## src/rtl/operand_forward_ctrl_if.sv

```systemverilog
// operand_forward_ctrl_if: ID-stage operand info in, forwarding selects and stall controls out.
interface operand_forward_ctrl_if #(parameter int XLEN_REG = 5, parameter int CNT_W = 16);
    logic                id_valid;
    logic [XLEN_REG-1:0] id_rs1;
    logic [XLEN_REG-1:0] id_rs2;
    logic                id_rs1_used;
    logic                id_rs2_used;
    logic [XLEN_REG-1:0] id_rd;
    logic                id_reg_write;
    logic                id_mem_read;
    logic                mem_busy;
    logic [1:0]          fwd_sel_a;
    logic [1:0]          fwd_sel_b;
    logic                stall_if;
    logic                bubble_ex;
    logic                freeze;
    logic [CNT_W-1:0]    stall_count;
    modport master (
        output id_valid, id_rs1, id_rs2, id_rs1_used, id_rs2_used, id_rd, id_reg_write, id_mem_read, mem_busy,
        input  fwd_sel_a, fwd_sel_b, stall_if, bubble_ex, freeze, stall_count
    );
    modport slave (
        input  id_valid, id_rs1, id_rs2, id_rs1_used, id_rs2_used, id_rd, id_reg_write, id_mem_read, mem_busy,
        output fwd_sel_a, fwd_sel_b, stall_if, bubble_ex, freeze, stall_count
    );
endinterface

```

## src/rtl/operand_forward_ctrl.sv

```systemverilog
// operand_forward_ctrl: EX/MEM forwarding selects, load-use stall/bubble and memory freeze.
// Optional stall counter enabled by HAZARD_PERF_CNT_EN.
module operand_forward_ctrl #(
    parameter int XLEN_REG = 5,
    parameter int CNT_W    = 16
) (
    input logic                  clk,
    input logic                  reset,
    operand_forward_ctrl_if.slave bus
);
    typedef struct packed {
        logic [XLEN_REG-1:0] rd;
        logic                rw;
        logic                mr;
    } slot_t;
    typedef enum logic {RUN, FROZEN} state_t;
    state_t state, state_nx;
    slot_t  ex, mem;
    logic   adv, hazard, a_ex, a_mem, b_ex, b_mem;
    // Producers already in WB write the register file before ID reads it, so only EX and MEM are matched.
    assign a_ex   = bus.id_rs1_used & bus.id_valid & ex.rw & (ex.rd != '0) & (ex.rd == bus.id_rs1);
    assign a_mem  = bus.id_rs1_used & bus.id_valid & mem.rw & (mem.rd != '0) & (mem.rd == bus.id_rs1);
    assign b_ex   = bus.id_rs2_used & bus.id_valid & ex.rw & (ex.rd != '0) & (ex.rd == bus.id_rs2);
    assign b_mem  = bus.id_rs2_used & bus.id_valid & mem.rw & (mem.rd != '0) & (mem.rd == bus.id_rs2);
    assign hazard = (a_ex | b_ex) & ex.mr;
    always_comb begin
        state_nx = state;
        adv      = 1'b0;
        case (state)
            RUN: begin
                adv      = ~bus.mem_busy;
                state_nx = bus.mem_busy ? FROZEN : RUN;
            end
            FROZEN: begin
                adv      = ~bus.mem_busy;
                state_nx = bus.mem_busy ? FROZEN : RUN;
            end
            default: state_nx = RUN;
        endcase
    end
    assign bus.bubble_ex = hazard & adv;
    assign bus.stall_if  = reset & (hazard | bus.mem_busy);
    assign bus.freeze    = bus.mem_busy;
    always_ff @(posedge clk or negedge reset) begin
        if (!reset) begin
            state         <= RUN;
            ex            <= '0;
            mem           <= '0;
            bus.fwd_sel_a <= 2'b00;
            bus.fwd_sel_b <= 2'b00;
        end else begin
            state <= state_nx;
            if (adv) begin
                mem           <= ex;
                ex            <= bus.bubble_ex ? '0 : {bus.id_rd, bus.id_reg_write & bus.id_valid, bus.id_mem_read & bus.id_valid};
                bus.fwd_sel_a <= bus.bubble_ex ? 2'b00 : a_ex ? 2'b01 : a_mem ? 2'b10 : 2'b00;
                bus.fwd_sel_b <= bus.bubble_ex ? 2'b00 : b_ex ? 2'b01 : b_mem ? 2'b10 : 2'b00;
            end
        end
    end
`ifdef HAZARD_PERF_CNT_EN
    logic [CNT_W-1:0] cnt;
    always_ff @(posedge clk or negedge reset) begin
        if (!reset) cnt <= '0;
        else if (bus.bubble_ex && cnt != '1) cnt <= cnt + CNT_W'(1);
    end
    assign bus.stall_count = cnt;
`else
    assign bus.stall_count = '0;
`endif
endmodule
```

## src/flat_wrapper.sv

```systemverilog
// flat-port wrapper written by rule: the top's interface ports become plain ports
module operand_forward_ctrl_flat 
#(
    parameter int XLEN_REG = 5,
    parameter int CNT_W    = 16
)
  (clk, reset, bus_id_valid, bus_id_rs1, bus_id_rs2, bus_id_rs1_used, bus_id_rs2_used, bus_id_rd, bus_id_reg_write, bus_id_mem_read, bus_mem_busy, bus_fwd_sel_a, bus_fwd_sel_b, bus_stall_if, bus_bubble_ex, bus_freeze, bus_stall_count);
  operand_forward_ctrl_if #(.XLEN_REG(XLEN_REG), .CNT_W(CNT_W)) bus_i ();
  input logic clk;
  input logic reset;
  input wire logic [$bits(bus_i.id_valid)-1:0] bus_id_valid;
  input wire logic [$bits(bus_i.id_rs1)-1:0] bus_id_rs1;
  input wire logic [$bits(bus_i.id_rs2)-1:0] bus_id_rs2;
  input wire logic [$bits(bus_i.id_rs1_used)-1:0] bus_id_rs1_used;
  input wire logic [$bits(bus_i.id_rs2_used)-1:0] bus_id_rs2_used;
  input wire logic [$bits(bus_i.id_rd)-1:0] bus_id_rd;
  input wire logic [$bits(bus_i.id_reg_write)-1:0] bus_id_reg_write;
  input wire logic [$bits(bus_i.id_mem_read)-1:0] bus_id_mem_read;
  input wire logic [$bits(bus_i.mem_busy)-1:0] bus_mem_busy;
  output wire logic [$bits(bus_i.fwd_sel_a)-1:0] bus_fwd_sel_a;
  output wire logic [$bits(bus_i.fwd_sel_b)-1:0] bus_fwd_sel_b;
  output wire logic [$bits(bus_i.stall_if)-1:0] bus_stall_if;
  output wire logic [$bits(bus_i.bubble_ex)-1:0] bus_bubble_ex;
  output wire logic [$bits(bus_i.freeze)-1:0] bus_freeze;
  output wire logic [$bits(bus_i.stall_count)-1:0] bus_stall_count;
  assign bus_i.id_valid = bus_id_valid;
  assign bus_i.id_rs1 = bus_id_rs1;
  assign bus_i.id_rs2 = bus_id_rs2;
  assign bus_i.id_rs1_used = bus_id_rs1_used;
  assign bus_i.id_rs2_used = bus_id_rs2_used;
  assign bus_i.id_rd = bus_id_rd;
  assign bus_i.id_reg_write = bus_id_reg_write;
  assign bus_i.id_mem_read = bus_id_mem_read;
  assign bus_i.mem_busy = bus_mem_busy;
  assign bus_fwd_sel_a = bus_i.fwd_sel_a;
  assign bus_fwd_sel_b = bus_i.fwd_sel_b;
  assign bus_stall_if = bus_i.stall_if;
  assign bus_bubble_ex = bus_i.bubble_ex;
  assign bus_freeze = bus_i.freeze;
  assign bus_stall_count = bus_i.stall_count;
  operand_forward_ctrl #(.XLEN_REG(XLEN_REG), .CNT_W(CNT_W)) u_core (.clk(clk), .reset(reset), .bus(bus_i));
endmodule
```

## config.mk

```make
export PLATFORM = sky130hd
export DESIGN_NAME = operand_forward_ctrl_flat
export DESIGN_NICKNAME = d
export VERILOG_FILES = /design/src/rtl/operand_forward_ctrl_if.sv /design/src/rtl/operand_forward_ctrl.sv /design/src/flat_wrapper.sv
export SDC_FILE = /design/constraint.sdc
export NUM_CORES = 1
export LEC_CHECK = 0
export ABC_CLOCK_PERIOD_IN_PS = 2550
export CAP_MARGIN = 40
export CORE_AREA = 3 3 56 58
export DETAILED_ROUTE_END_ITERATION = 10
export DIE_AREA = 0 0 59 61
export PLACE_DENSITY = 0.76
export SYNTH_ARGS = -nofsm -noshare
export SYNTH_HDL_FRONTEND = slang
export SYNTH_SLANG_ARGS = --single-unit
```

## constraint.sdc

```tcl
create_clock -name clk -period 2.55 [get_ports clk]
set_clock_uncertainty 0.05 [all_clocks]
set_input_delay 0.51 -clock clk [delete_from_list [all_inputs] [get_ports clk]]
set_output_delay 0.51 -clock clk [all_outputs]
set_load 0.005 [all_outputs]
```

==> results.sh, run 1 <==
# physical design summary
export IMPL_fin_ws_ns=0.0558
export IMPL_ys_types=26
export IMPL_inv_count=1
export IMPL_seq_cell_count=17
export IMPL_io_buffers=29
export IMPL_placedCellCount=190
export IMPL_edf_count=0
export IMPL_post_cts_buffers=0
export IMPL_worstReg2RegStart="u_core.ex[4]"
export IMPL_vias_per_cell=4.75
export IMPL_slowest_stage="clkdlybuf4s50_1"
export IMPL_cp_required_ns=1.99
export IMPL_clk_path_buf_depth=2
export IMPL_ys_area_sq_mm=0.00112
export IMPL_h_tree_depth=1
export IMPL_syn_area_per_cell_sq_um=9.62
export IMPL_tap_cells=31
export IMPL_cpPeakStageDelay_ns=0.50
export IMPL_p_int_uw=459
export IMPL_dominant_cell_class="multi-input combinational cells"
export IMPL_finalHoldViolCount=0
export IMPL_fin_nets=188
export IMPL_crit_type="primary input to output port"
export IMPL_met3_wirelength_microns=160
export IMPL_yosysWarnings=0
export IMPL_lay_top_cells="20 x clkdlybuf4s50_1, 20 x buf_4"
export IMPL_met1_length_microns=1100
export IMPL_hold_path_depth=2
export IMPL_crit_path_start_kind="primary input"
export IMPL_pg_clk_uw=158
export IMPL_grt_max_degree=18
export IMPL_root_buffer="clkbuf_4"
export IMPL_maxCapViolCount=0
export IMPL_cts_buffers=3
export IMPL_p_leak_uw=0.000684
export IMPL_endpoint_kind="output port"
export IMPL_synthAdderAreaFrac_pct=0
export IMPL_arrival_ns=1.93
export IMPL_peakVddDrop_mv=0.281
export IMPL_clock_latency_ns=0.30
export IMPL_warnings=27
export IMPL_rows=19
export IMPL_synth_seq_share_pct=38.1
export IMPL_clk_share_pct=1.79
export IMPL_logic_gate_count=93
export IMPL_simple_gate_share_pct=18.0
export IMPL_crit_end="bus_bubble_ex"
export IMPL_final_setup_viol_count=0
export IMPL_sh_comb_area_pct=40.2
export IMPL_antenna_cells=0
export IMPL_xor_area_share_pct=15.7
export IMPL_netlist_area_sq_mm=0.00112
export IMPL_slew_viol_final=0
export IMPL_power_switching_uw=203
export IMPL_largest_register="u_core.ex"
export IMPL_layout_min_cycle_time_ns=2.49
export IMPL_crit_path_start="bus_id_rs1[2]"
export IMPL_clock_fmax_mhz=401
export IMPL_hp_start="u_core.bus.fwd_sel_a[1]"
export IMPL_antenna_found_initial=0
export IMPL_worstPathMaxFanout=3
export IMPL_routed_top_layer="met4"
export IMPL_ff2ff_setup_slack_ns=0.70
export IMPL_ys_sh_aoi_pct=8.97
export IMPL_period_used_pct=97.8
export IMPL_grt_busiest_layer="met2"
export IMPL_drc=0
export IMPL_ant_nets=0
export IMPL_mux_area_share_pct=6.05
export IMPL_wl_met2_microns=1280
export IMPL_path_buffers=2
export IMPL_r2r_end="u_core.ex[1]"
export IMPL_p_per_area_mw_per_mm2=430
export IMPL_regArea_sq_um=427
export IMPL_hold_class="flop to flop"
export IMPL_largest_registers="u_core.ex (7), u_core.mem (6)"
export IMPL_logic_family="simple AND/OR/NAND/NOR gates"
export IMPL_coreArea_sq_mm=0.00271
export IMPL_area_leaders="dfrtp_1 38%, xnor2_1 14%, buf_4 11%, mux2_2 6.1%, nand2_1 5.4%"
export IMPL_logic_area_sq_um=619
export IMPL_ys_cells=116
export IMPL_hpwl_microns=2150
export IMPL_clk_pin_slew_ns=0.11
export IMPL_p_seq_uw=322
export IMPL_powerComb_uw=182
export IMPL_pwr_share_clk_pct=23.9
export IMPL_die_area_sq_mm=0.00360
export IMPL_swShare_pct=30.7
export IMPL_drive_above_1_share_pct=23.2
export IMPL_synthFlopType="dfrtp_1"
export IMPL_final_cell_area_sq_mm=0.00154
export IMPL_grt_pass1_wl_microns=4110
export IMPL_power_uw=662
export IMPL_dpl_worst_slack_ns=-0.606
export IMPL_holdWs_ns=0.436
export IMPL_post_cts_resized=17
export IMPL_die_width_microns=59
export IMPL_instances_no_fill=195
export IMPL_cp_num_cells=7
export IMPL_synth_top_area_share_pct=38.1
export IMPL_top_cell="xnor2_1"
export IMPL_clkSinkCount=17
export IMPL_final_core_util_pct=56.8
export IMPL_tns_ns=0
export IMPL_crit_family="buffers and inverters"
export IMPL_syn_inst=116
export IMPL_num_nonclk_buffers=49
export IMPL_pwr_share_seq_pct=48.6
export IMPL_bufAreaShareNonClock_pct=27.5
export IMPL_top_area_cell="dfrtp_1"
export IMPL_grt_usage_pct=15.6
export IMPL_cts_hold_buf=0
export IMPL_routedWlPerCell_microns=13.4
export IMPL_rsz0062_at_grt="yes"
export IMPL_grt_pass1_vias=873
export IMPL_combPwrFrac_pct=27.5
export IMPL_ys_ff=17
export IMPL_hold_end="u_core.bus.fwd_sel_a[1]"
export IMPL_yosys_top_cells_count="18 x xnor2_1, 17 x buf_4, 17 x dfrtp_1, 16 x nand2_1, 6 x mux2_2"
export IMPL_initial_core_util_pct=41.2
export IMPL_sh_seq_area_pct=27.7
export IMPL_largest_reg_flops=7
export IMPL_firstDrtPassIters=4
export IMPL_power_group_top="registers"
export IMPL_worstRegToRegCells=5
export IMPL_placed_area_sq_mm=0.00151
export IMPL_syn_to_final_growth_pct=37.9
export IMPL_crit_chain="clkdlybuf4s50_1 > xnor2_1 > nand3_1 > o32ai_1 > nor3b_4 > nor2b_1 > buf_2"
export IMPL_clock_buffer_count=3
export IMPL_fill_cells=265
export IMPL_ios=46
export IMPL_drt_iter0_drc=11
export IMPL_gp_congestion=0.858
export IMPL_grt_overflow=0
export IMPL_status="completed"
export IMPL_async_flop_share_pct=100
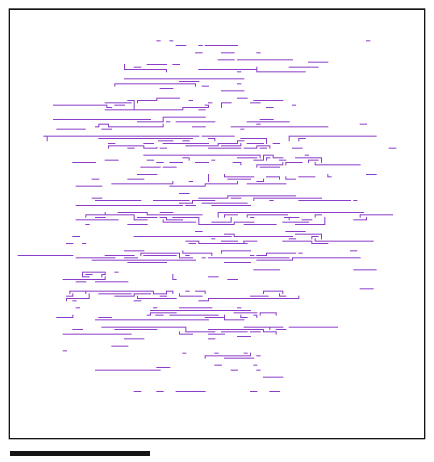
run_1/met1.png
The bar under the picture is 20 microns long.
- share of all routed wire: 42%
- nets with wire on the layer: 153
- main direction: horizontal
WL final: 2620 microns
Vias: 926
grt met1 use: 19.0%

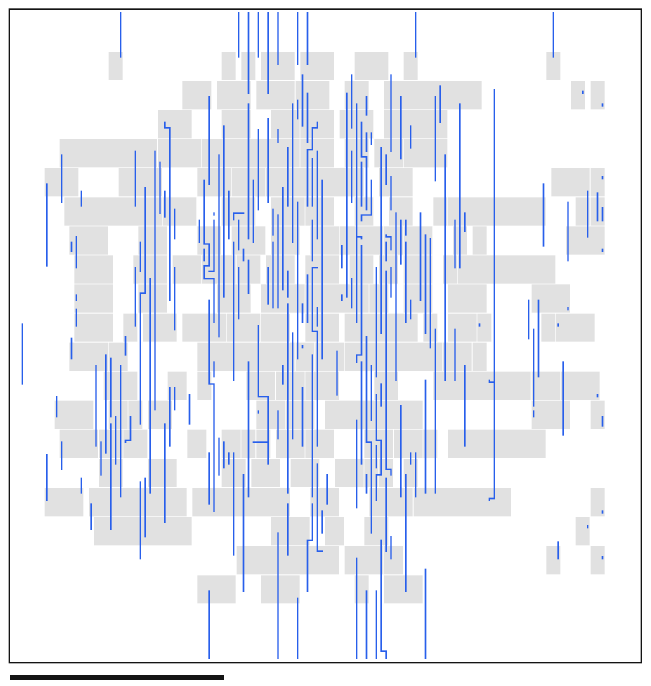
run_1/met2.png
The bar under the picture is 20 microns long.
- nets with wire on the layer: 157
- share of all routed wire: 49%
met2 usage: 26.7%

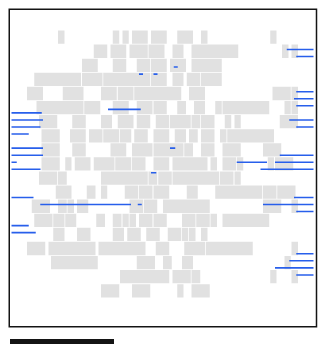
run_1/met3.png
The bar under the picture is 20 microns long.
- wire length on this layer: 161 microns
- nets with wire on the layer: 33
- share of all routed wire: 6.1%
- longest straight run: 17.2 microns
met3 Use GR: 2.13%

==> run 1 -> run 2 <==
REMOVE_ABC_BUFFERS = 1   (was default)
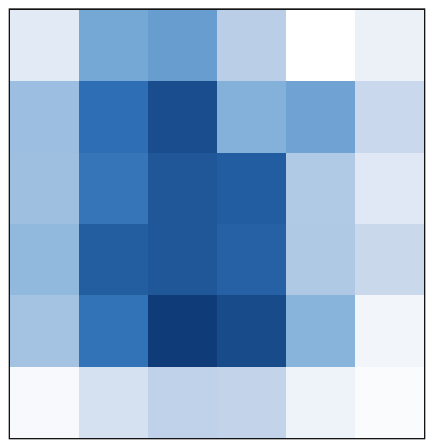
run_2/density.png
6 x 6 tiles, from white (low) to dark blue (high), 0 to 100% covered.
- emptiest ninth of the die: bottom right
- mean over tiles: 44%
- nearly empty tiles: 2.8%
- tiles over 75% full: 25%
- fullest tile: 95%
FP Util: 41.2%
Layout Utilization: 59.9%
total core area: 0.00271 sq mm

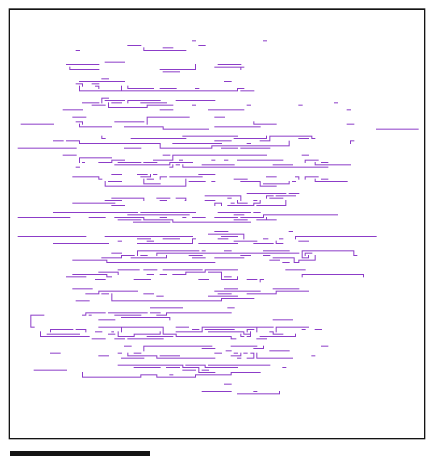
run_2/met1.png
The bar under the picture is 20 microns long.
WL final: 2910 microns
Vias: 1,001
grt met1 use: 20.8%

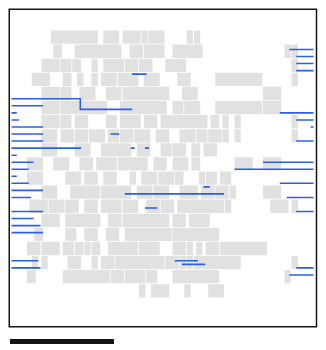
run_2/met3.png
The bar under the picture is 20 microns long.
- main direction: horizontal
- share of all routed wire: 7.6%
- nets with wire on the layer: 42
- longest straight run: 18.9 microns
- wire length on this layer: 220 microns
met3 Use GR: 2.55%

==> results.sh, run 2 <==
# physical design summary
export IMPL_status="completed"
export IMPL_finalHoldViolCount=0
export IMPL_top_area_cell="dfrtp_1"
export IMPL_bufAreaShareNonClock_pct=29.0
export IMPL_grt_max_degree=18
export IMPL_largest_register="u_core.ex"
export IMPL_rsz0062_at_grt="yes"
export IMPL_clock_fmax_mhz=403
export IMPL_ff2ff_setup_slack_ns=0.49
export IMPL_pwr_share_clk_pct=22.0
export IMPL_final_setup_viol_count=0
export IMPL_powerComb_uw=206
export IMPL_hold_path_depth=2
export IMPL_layout_min_cycle_time_ns=2.48
export IMPL_tns_ns=0
export IMPL_p_seq_uw=321
export IMPL_ant_nets=0
export IMPL_power_uw=676
export IMPL_worstPathMaxFanout=4
export IMPL_hp_start="u_core.bus.fwd_sel_a[1]"
export IMPL_dominant_cell_class="multi-input combinational cells"
export IMPL_post_cts_buffers=4
export IMPL_seq_cell_count=17
export IMPL_grt_met2_usage_pct=30.1
export IMPL_syn_to_final_growth_pct=45.5
export IMPL_met1_length_microns=1190
export IMPL_wl_met2_microns=1460
export IMPL_cpPeakStageDelay_ns=0.42
export IMPL_maxCapViolCount=0
export IMPL_yosys_top_cells_count="18 x xnor2_1, 17 x buf_4, 17 x dfrtp_1, 16 x nand2_1, 6 x mux2_2"
export IMPL_synth_seq_share_pct=38.1
export IMPL_crit_chain="buf_4 > xnor2_2 > nand4_1 > o32ai_2 > nor3b_4 > nor2b_2 > buf_2"
export IMPL_grt_pass1_vias=994
export IMPL_ys_ff=17
export IMPL_slew_viol_final=0
export IMPL_cts_hold_buf=0
export IMPL_synthFlopType="dfrtp_1"
export IMPL_grt_busiest_layer="met2"
export IMPL_worstRegToRegCells=8
export IMPL_grt_pass1_wl_microns=4550
export IMPL_async_flop_share_pct=100
export IMPL_placed_area_sq_mm=0.00152
export IMPL_pwr_share_seq_pct=47.5
export IMPL_period_used_pct=97.3
export IMPL_clk_pin_slew_ns=0.10
export IMPL_largest_registers="u_core.ex (7), u_core.mem (6)"
export IMPL_peakVddDrop_mv=0.295
export IMPL_edf_count=0
export IMPL_worstReg2RegStart="u_core.ex[3]"
export IMPL_mux_area_share_pct=6.05
export IMPL_final_cell_area_sq_mm=0.00162
export IMPL_slowest_stage="dfrtp_1"
export IMPL_ys_area_sq_mm=0.00112
export IMPL_p_int_uw=473
export IMPL_logic_family="simple AND/OR/NAND/NOR gates"
export IMPL_lay_top_cells="24 x buf_4, 16 x conb_1, 16 x clkdlybuf4s50_1, 16 x dfrtp_1"
export IMPL_crit_family="simple AND/OR/NAND/NOR gates"
export IMPL_routedWlPerCell_microns=14.5
export IMPL_cp_required_ns=1.99
export IMPL_drt_iter0_drc=15
export IMPL_area_leaders="dfrtp_1 38%, xnor2_1 14%, buf_4 11%, mux2_2 6.1%, nand2_1 5.4%"
export IMPL_ys_types=26
==> run 2 -> run 3 <==
ABC_CLOCK_PERIOD_IN_PS = 3020   (was 2550)
CORE_AREA = 3 3 54 56   (was 3 3 56 58)
DIE_AREA = 0 0 57 59   (was 0 0 59 61)
PLACE_DENSITY = 0.81   (was 0.76)
clock period = 3.02 ns   (was 2.55 ns; I/O delays follow)
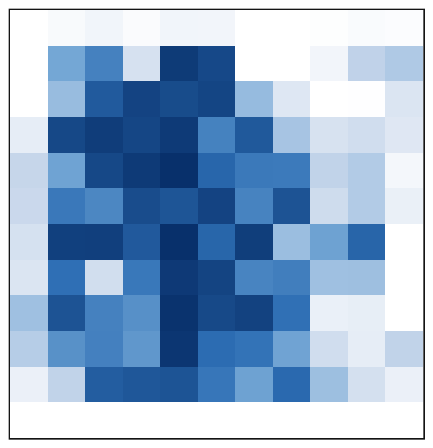
run_3/density.png
11 x 12 tiles, from white (low) to dark blue (high), 0 to 100% covered.
FP Util: 45.1%
Layout Utilization: 61.9%
total core area: 0.00248 sq mm

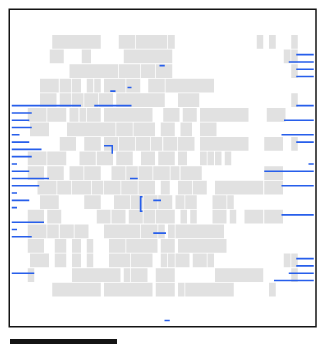
run_3/met3.png
The bar under the picture is 20 microns long.
- share of all routed wire: 6.1%
- main direction: horizontal
- longest straight run: 12.6 microns

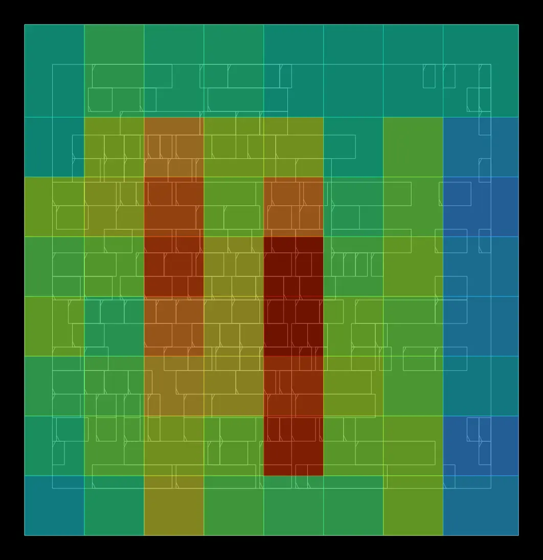
run_3/final_congestion.png
met3 Use GR: 3.27%
grt peak-use layer: met2

==> results.sh, run 3 <==
# physical design summary
export IMPL_status="completed"
export IMPL_met3_wirelength_microns=157
export IMPL_ys_ff=17
export IMPL_regArea_sq_um=425
export IMPL_crit_family="buffers and inverters"
export IMPL_io_buffers=29
export IMPL_area_leaders="dfrtp_1 38%, xnor2_1 14%, buf_4 11%, mux2_2 6.1%, nand2_1 5.4%"
export IMPL_syn_area_per_cell_sq_um=9.62
export IMPL_finalHoldViolCount=0
export IMPL_ys_area_sq_mm=0.00112
export IMPL_antenna_found_initial=0
export IMPL_routedWlPerCell_microns=13.2
export IMPL_drt_iter0_drc=18
export IMPL_lay_top_cells="20 x clkdlybuf4s50_1, 19 x buf_4, 17 x xnor2_1, 17 x dfrtp_1"
export IMPL_syn_to_final_growth_pct=37.4
export IMPL_worstReg2RegStart="u_core.ex[6]"
export IMPL_simple_gate_share_pct=18.0
export IMPL_sh_comb_area_pct=40.4
export IMPL_h_tree_depth=1
export IMPL_ys_cells=116
export IMPL_p_int_uw=384
export IMPL_rows=18
export IMPL_logic_area_sq_um=619
export IMPL_yosysWarnings=0
export IMPL_placed_area_sq_mm=0.00150
export IMPL_seq_cell_count=17
export IMPL_synth_top_area_share_pct=38.1
export IMPL_layout_min_cycle_time_ns=2.83
export IMPL_clk_pin_slew_ns=0.10
export IMPL_grt_pass1_vias=1011
export IMPL_ant_nets=0
export IMPL_cpPeakStageDelay_ns=0.49
export IMPL_vias_per_cell=5.05
export IMPL_peakVddDrop_mv=0.257
export IMPL_top_area_cell="dfrtp_1"
export IMPL_instances_no_fill=193
export IMPL_swShare_pct=29.1
export IMPL_fin_nets=187
export IMPL_ff2ff_setup_slack_ns=1.05
export IMPL_bufAreaShareNonClock_pct=27.5
export IMPL_synthFlopType="dfrtp_1"
export IMPL_ys_sh_aoi_pct=8.97
export IMPL_dominant_cell_class="multi-input combinational cells"
export IMPL_r2r_end="u_core.bus.fwd_sel_a[1]"
export IMPL_ios=46
export IMPL_power_group_top="registers"
export IMPL_routed_top_layer="met4"
export IMPL_cp_required_ns=2.37
export IMPL_largest_register="u_core.ex"
export IMPL_power_uw=542
export IMPL_final_setup_viol_count=0
export IMPL_path_buffers=2
export IMPL_pwr_share_clk_pct=22.6
export IMPL_largest_reg_flops=7
export IMPL_period_used_pct=93.8
export IMPL_drive_above_1_share_pct=20.2
export IMPL_grt_met2_usage_pct=28.7
export IMPL_combPwrFrac_pct=27.0
export IMPL_ys_types=26
export IMPL_hold_class="flop to flop"
export IMPL_tap_cells=30
export IMPL_rsz0062_at_grt="no"
export IMPL_yosys_top_cells_count="18 x xnor2_1, 17 x buf_4, 17 x dfrtp_1, 16 x nand2_1, 6 x mux2_2"
export IMPL_clk_path_buf_depth=2
export IMPL_crit_path_start="bus_id_rs1[1]"
export IMPL_num_nonclk_buffers=48
export IMPL_dpl_worst_slack_ns=-0.258
export IMPL_clkSinkCount=17
export IMPL_p_seq_uw=273
export IMPL_fin_ws_ns=0.189
export IMPL_powerComb_uw=146
export IMPL_hold_path_depth=2
export IMPL_synthAdderAreaFrac_pct=0
export IMPL_warnings=25
export IMPL_logic_family="simple AND/OR/NAND/NOR gates"
export IMPL_die_area_sq_mm=0.00336
export IMPL_clock_latency_ns=0.29
export IMPL_crit_chain="clkdlybuf4s50_1 > xnor2_1 > nand4_1 > o32ai_2 > nor3b_4 > nor2b_1 > dlygate4sd2_1"
export IMPL_drt_total_wl_microns=2560
export IMPL_cts_buffers=3
export IMPL_crit_end="bus_bubble_ex"
export IMPL_xor_area_share_pct=15.7
export IMPL_grt_max_degree=18
export IMPL_fill_cells=215
export IMPL_async_flop_share_pct=100
export IMPL_maxCapViolCount=0
export IMPL_syn_inst=116
export IMPL_clock_fmax_mhz=353
export IMPL_grt_pass1_wl_microns=4380
export IMPL_slowest_stage="clkdlybuf4s50_1"
export IMPL_holdWs_ns=0.439
export IMPL_final_cell_area_sq_mm=0.00153
export IMPL_met1_length_microns=1090
export IMPL_post_cts_buffers=1
export IMPL_worstPathMaxFanout=4
export IMPL_endpoint_kind="output port"
export IMPL_top_cell="xnor2_1"
export IMPL_pg_clk_uw=123
export IMPL_sh_seq_area_pct=27.7
export IMPL_hpwl_microns=2060
export IMPL_clk_share_pct=1.71
export IMPL_grt_util_met1_pct=19.6
export IMPL_power_switching_uw=158
export IMPL_logic_gate_count=93
export IMPL_crit_type="primary input to output port"
